**src/rtl/board_io_ctrl.sv**
```systemverilog
// Board I/O peripheral: synchronised, debounced buttons with sticky events and a level IRQ,
// synchronised switches and an LED register. Define BOARD_IO_RELEASE_EVT_EN to flag releases too.
module board_io_ctrl #(
  parameter int unsigned N_BTN           = 5,
  parameter int unsigned N_SW            = 8,
  parameter int unsigned N_LED           = 8,
  parameter int unsigned DEBOUNCE_CYCLES = 16,
  parameter int unsigned DATA_W          = 8
) (
  input  logic              i_clk,
  input  logic              i_rst_n,
  input  logic [N_BTN-1:0]  i_btn,
  input  logic [N_SW-1:0]   i_sw,
  output logic [N_LED-1:0]  o_led,
  input  logic [1:0]        i_addr,
  input  logic              i_wr_en,
  input  logic [DATA_W-1:0] i_wr_data,
  input  logic              i_rd_en,
  output logic [DATA_W-1:0] o_rd_data,
  output logic              o_rd_valid,
  output logic              o_irq
);

  localparam int unsigned     CntW    = $clog2(DEBOUNCE_CYCLES) + 1;
  localparam logic [CntW-1:0] CntLast = CntW'(DEBOUNCE_CYCLES - 1);

  logic [N_BTN-1:0]  btn_meta_q, btn_sync_q;
  logic [N_SW-1:0]   sw_meta_q, sw_sync_q;
  logic [N_BTN-1:0]  stable_q, stable_d;
  logic [CntW-1:0]   cnt_q [N_BTN];
  logic [CntW-1:0]   cnt_d [N_BTN];
  logic [N_BTN-1:0]  evt_q, evt_d, evt_set, evt_clr;
  logic [N_LED-1:0]  led_q, led_d;
  logic [DATA_W-1:0] rd_data_q, rd_data_d, rd_mux;
  logic              rd_valid_q, rd_valid_d;

  // Debounce: a new level is accepted on the DEBOUNCE_CYCLES-th consecutive differing edge.
  always_comb begin
    stable_d = stable_q;
    evt_set  = '0;
    for (int unsigned i = 0; i < N_BTN; i++) begin
      cnt_d[i] = '0;
      if (btn_sync_q[i] != stable_q[i]) begin
        if (cnt_q[i] == CntLast) begin
          stable_d[i] = btn_sync_q[i];
`ifdef BOARD_IO_RELEASE_EVT_EN
          evt_set[i]  = 1'b1;
`else
          evt_set[i]  = btn_sync_q[i];
`endif
        end else begin
          cnt_d[i] = cnt_q[i] + 1'b1;
        end
      end
    end
  end

  always_comb begin
    evt_clr = (i_wr_en && i_addr == 2'd2) ? i_wr_data[N_BTN-1:0] : '0;
    // A press landing on the same edge as a clear keeps the bit set.
    evt_d   = (evt_q & ~evt_clr) | evt_set;
    led_d   = (i_wr_en && i_addr == 2'd0) ? i_wr_data[N_LED-1:0] : led_q;

    rd_mux = '0;
    case (i_addr)
      2'd0:    rd_mux[N_LED-1:0] = led_q;
      2'd1:    rd_mux[N_BTN-1:0] = stable_q;
      2'd2:    rd_mux[N_BTN-1:0] = evt_q;
      default: rd_mux[N_SW-1:0]  = sw_sync_q;
    endcase
    rd_data_d  = i_rd_en ? rd_mux : rd_data_q;
    rd_valid_d = i_rd_en;
  end

  always_ff @(posedge i_clk) begin
    if (!i_rst_n) begin
      btn_meta_q <= '0;
      btn_sync_q <= '0;
      sw_meta_q  <= '0;
      sw_sync_q  <= '0;
      stable_q   <= '0;
      cnt_q      <= '{default: '0};
      evt_q      <= '0;
      led_q      <= '0;
      rd_data_q  <= '0;
      rd_valid_q <= 1'b0;
    end else begin
      btn_meta_q <= i_btn;
      btn_sync_q <= btn_meta_q;
      sw_meta_q  <= i_sw;
      sw_sync_q  <= sw_meta_q;
      stable_q   <= stable_d;
      cnt_q      <= cnt_d;
      evt_q      <= evt_d;
      led_q      <= led_d;
      rd_data_q  <= rd_data_d;
      rd_valid_q <= rd_valid_d;
    end
  end

  assign o_led      = led_q;
  assign o_rd_data  = rd_data_q;
  assign o_rd_valid = rd_valid_q;
  assign o_irq      = |evt_q;

endmodule

```
**config.mk**
```make
export PLATFORM = sky130hd
export DESIGN_NAME = board_io_ctrl
export DESIGN_NICKNAME = d
export VERILOG_FILES = /design/src/rtl/board_io_ctrl.sv
export SDC_FILE = /design/constraint.sdc
export NUM_CORES = 1
export LEC_CHECK = 0
export CAP_MARGIN = 20
export CELL_PAD_IN_SITES_DETAIL_PLACEMENT = 2
export CELL_PAD_IN_SITES_GLOBAL_PLACEMENT = 2
export CORE_MARGIN = 3
export CORE_UTILIZATION = 30
export DETAILED_ROUTE_END_ITERATION = 6
export GPL_TIMING_DRIVEN = 0
export MAX_ROUTING_LAYER = met4
export PLACE_DENSITY_LB_ADDON = 0.05
export SLEW_MARGIN = 15
export SYNTH_ARGS = -nofsm -noshare
export SYNTH_HDL_FRONTEND = slang
export SYNTH_SLANG_ARGS = --single-unit
```
**constraint.sdc**
```tcl
create_clock -name i_clk -period 1.4 [get_ports i_clk]
set_clock_uncertainty 0.1 [all_clocks]
set_input_delay 0.14 -clock i_clk [delete_from_list [all_inputs] [get_ports i_clk]]
set_output_delay 0.14 -clock i_clk [all_outputs]
set_load 0.05 [all_outputs]
```
**Run 1: clock nets**

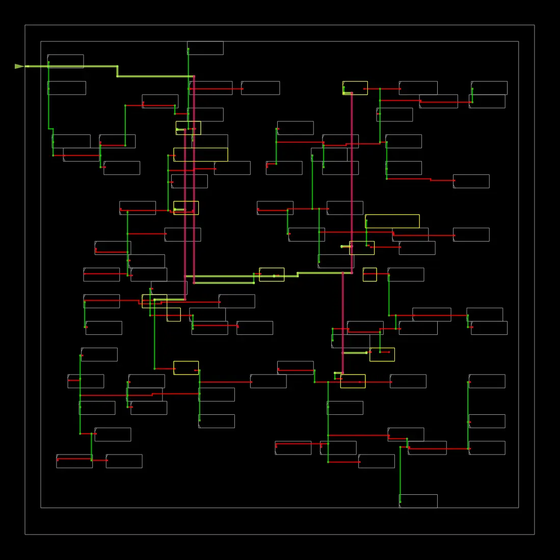
clk ins delay skew pair: 350 ps
CTS buffer count: 9

**Run 1: sequential cells colored by netlist name**

Other sequential cells in the stronger gray, the rest of the logic in the fainter gray.
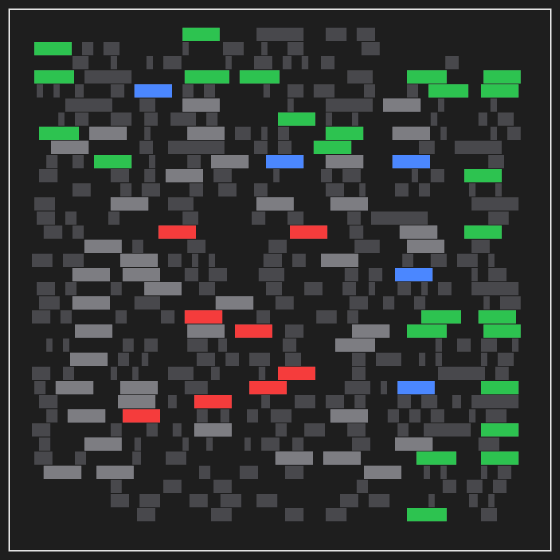
red -> `o_rd_data`  # flops 8
blue -> `stable_q`  # flops 5
green -> `cnt_q`  # flops 25, where spread over the die
not colored = 40
FF/Latch Area: 1580 um^2
sequential share of cell area: 0.401
Sequential Power: 2300 uW
final core occ: 0.424

==> out/metrics.yaml, run 1 <==
outcome: "complete, but fails checks"
violations: "setup timing"
path_buffers: 0
fin_setup_tns_ps: -102
route.layer.met1.wl_um: 3190
power_uw: 4350
yosysWarnings: 0
die_x_um: 104
synth-main-ff-cell: "dfxtp_1"
warnings: 28
edf_count: 0
mux_share: 0.0626
use_met1: 0.174
cts_buffer_depth: 2
buffer_area_frac: 0.148
largest_register_ffs: 25
yosysTopAreaCell: "dfxtp_1"
layout_setup_ws_ps: -36.9
clock_area_frac: 0.0506
crit_path_cell_trace: "ha_4, and3_4, ha_4, nand3b_1, nor2_1"
worstHoldPathType: "input pin to flip-flop"
yosysMostFrequentCell: "dfxtp_1"
setup_violations: 6
hold_viol: 0
grt_pass1_vias: 2329
crit_type: "flip-flop to flip-flop"
drtAntennaViolNets: 0
io-pin-count: 45
rr_startpoint: "cnt_q[20]$_SDFF_PP0_"
**Run 1: clock network drawn from the DEF**

Scale bar: 20 um.
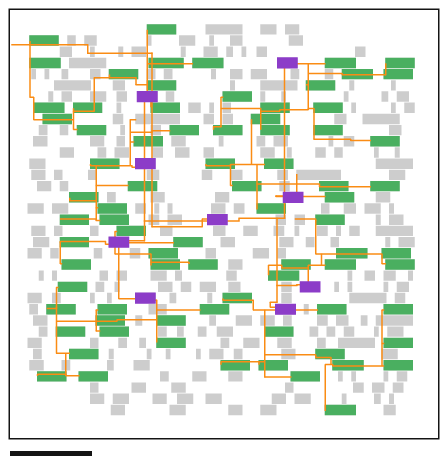
purple -> clock drivers  # count 9
green -> flip-flops  # count 78
orange -> clock wires  # length 956 um
routed clock nets = 10
Clk pwr share: 0.399
Clock Power: 1730 uW

==> run 2: changes to the inputs <==
- ABC_AREA: default -> 1
- CORE_UTILIZATION: 30 -> 28
- SKIP_CTS_REPAIR_TIMING: default -> 1
- SLEW_MARGIN: 15 -> default
**Run 2: sequential cells colored by netlist name**

Other sequential cells in the stronger gray, the rest of the logic in the fainter gray.
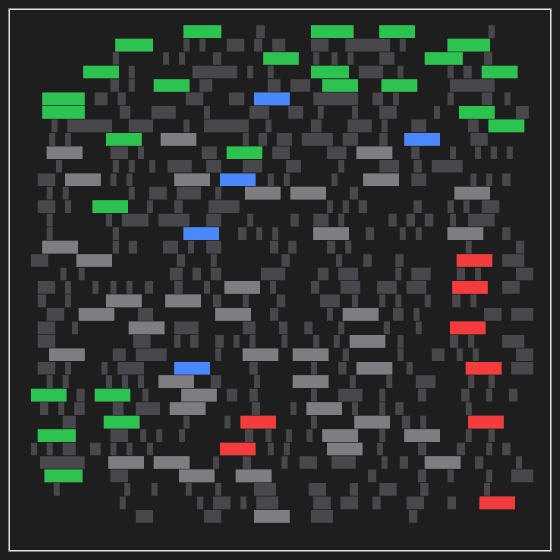
red -> `o_rd_data`  # flops 8
blue -> `stable_q`  # flops 5
green -> `cnt_q`  # flops 25, where spread over the die
not colored = 40
FF/Latch Area: 1580 um^2
final core occ: 0.394
sequential share of cell area: 0.389
Sequential Power: 2310 uW

**Run 2: clock nets**

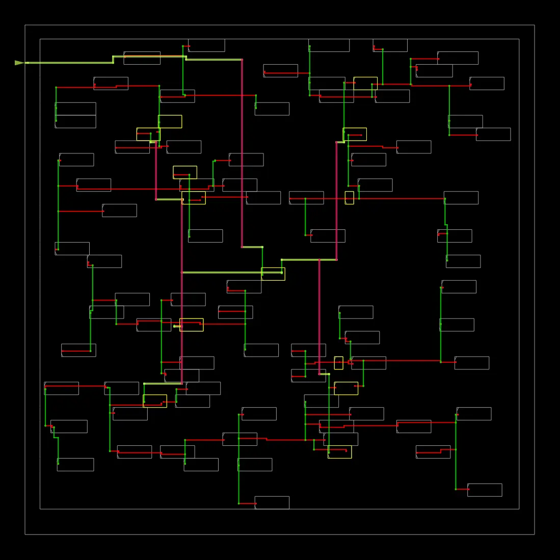
CLK BUF: 11
registers: 78
TritonCTS Sinks: 78

**Run 2: clock network drawn from the DEF**

Scale bar: 20 um.
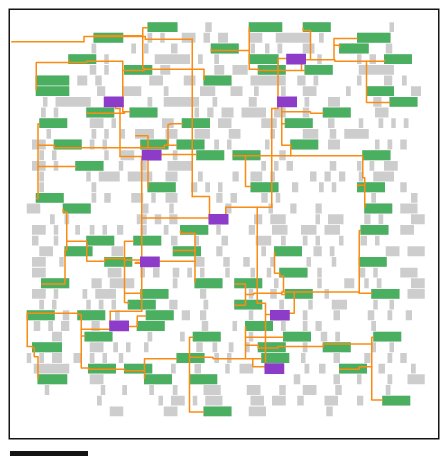
green -> flip-flops  # count 78
orange -> clock wires  # length 1120 um
purple -> clock drivers  # count 9
routed clock nets = 10
flops lie = spread over the die
Clk pwr share: 0.351
Clock Power: 1480 uW

==> out/metrics.yaml, run 2 <==
outcome: "complete, but fails checks"
edf_count: 0
layout_setup_ws_ps: -20.9
hold_viol: 0
grt_pass1_vias: 2573
largest_register_ffs: 25
fin_setup_tns_ps: -20.9
cts_made_buffers: 9
path_buffers: 1
power_uw: 4220
yosysTopAreaCell: "dfxtp_1"
crit_path_cell_trace: "nor3_1, nand2_1, buf_2"
yosysMostFrequentCell: "dfxtp_1"
mux_share: 0
drtAntennaViolNets: 0
buffer_area_frac: 0.134
use_met1: 0.185
violations: "setup timing"
clock_area_frac: 0.0396
yosysWarnings: 0
die_x_um: 109
crit_type: "flip-flop to primary output"
setup_violations: 1
cts_buffer_depth: 2
==> run 3: changes to the inputs <==
- CORE_MARGIN: 3 -> 2
==> out/metrics.yaml, run 3 <==
cts_made_buffers: 9
largest_register_ffs: 25
grt_pass1_vias: 2605
layout_setup_ws_ps: -48.7
holdWs_ps: -0.455
yosysWarnings: 0
power_uw: 4830
outcome: "complete, but fails checks"
buffer_area_frac: 0.125
setup_violations: 1
edf_count: 0
violations: "hold timing, setup timing"
hold_viol: 1
cts_buffer_depth: 2
clock_buffers: 9
synth-main-ff-cell: "dfxtp_1"
drtAntennaViolNets: 0
cts_num_sinks: 78
seq_cells: 78
sequential_cell_area_um2: 1580
yosysMostFrequentCell: "dfxtp_1"
**Run 3: sequential cells colored by netlist name**

Other sequential cells in the stronger gray, the rest of the logic in the fainter gray.
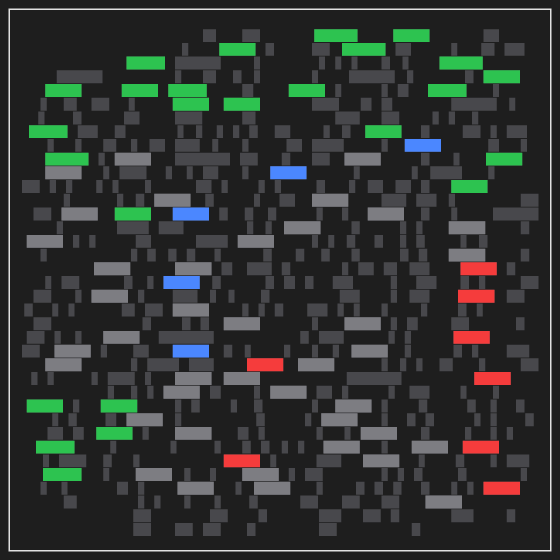
final core occ: 0.395
sequential share of cell area: 0.389

**Run 3: clock network drawn from the DEF**

Scale bar: 20 um.
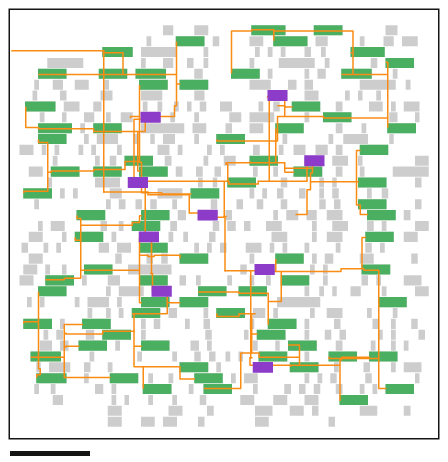
purple -> clock drivers  # count 9
orange -> clock wires  # length 1170 um
green -> flip-flops  # count 78
flops lie = spread over the die
Clock Power: 2100 uW
clk ins delay skew pair: 360 ps
Clk pwr share: 0.434

**Run 3: placement by cell class**

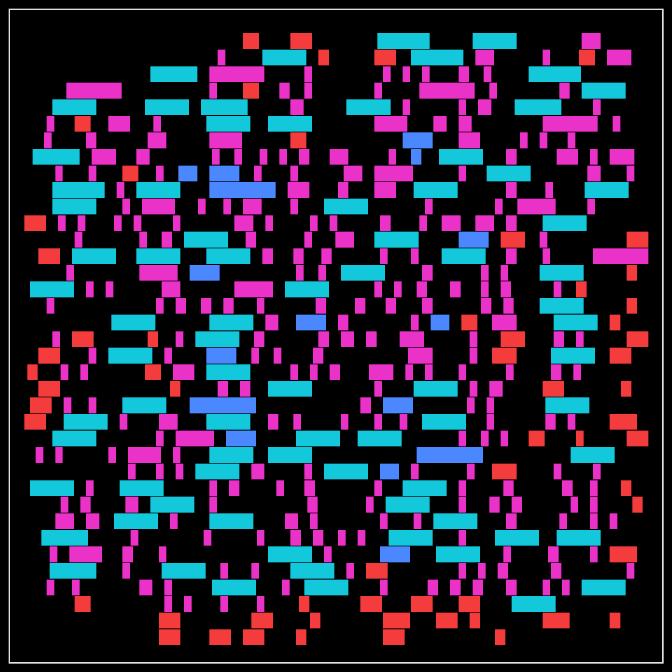
blue -> clock drivers and dummy loads  # cells 16, share of their area 6.3%
cyan -> flops  # cells 78, share of their area 41%
magenta -> combinational and other logic  # cells 285, share of their area 40%
red -> other buffers and delay cells  # cells 61, share of their area 13%
Final Instance Area: 4080 um^2
Core Region: 10300 um^2
Cell Rows: 37

Power figures rest on the tool's default switching activity, not on a simulated workload.
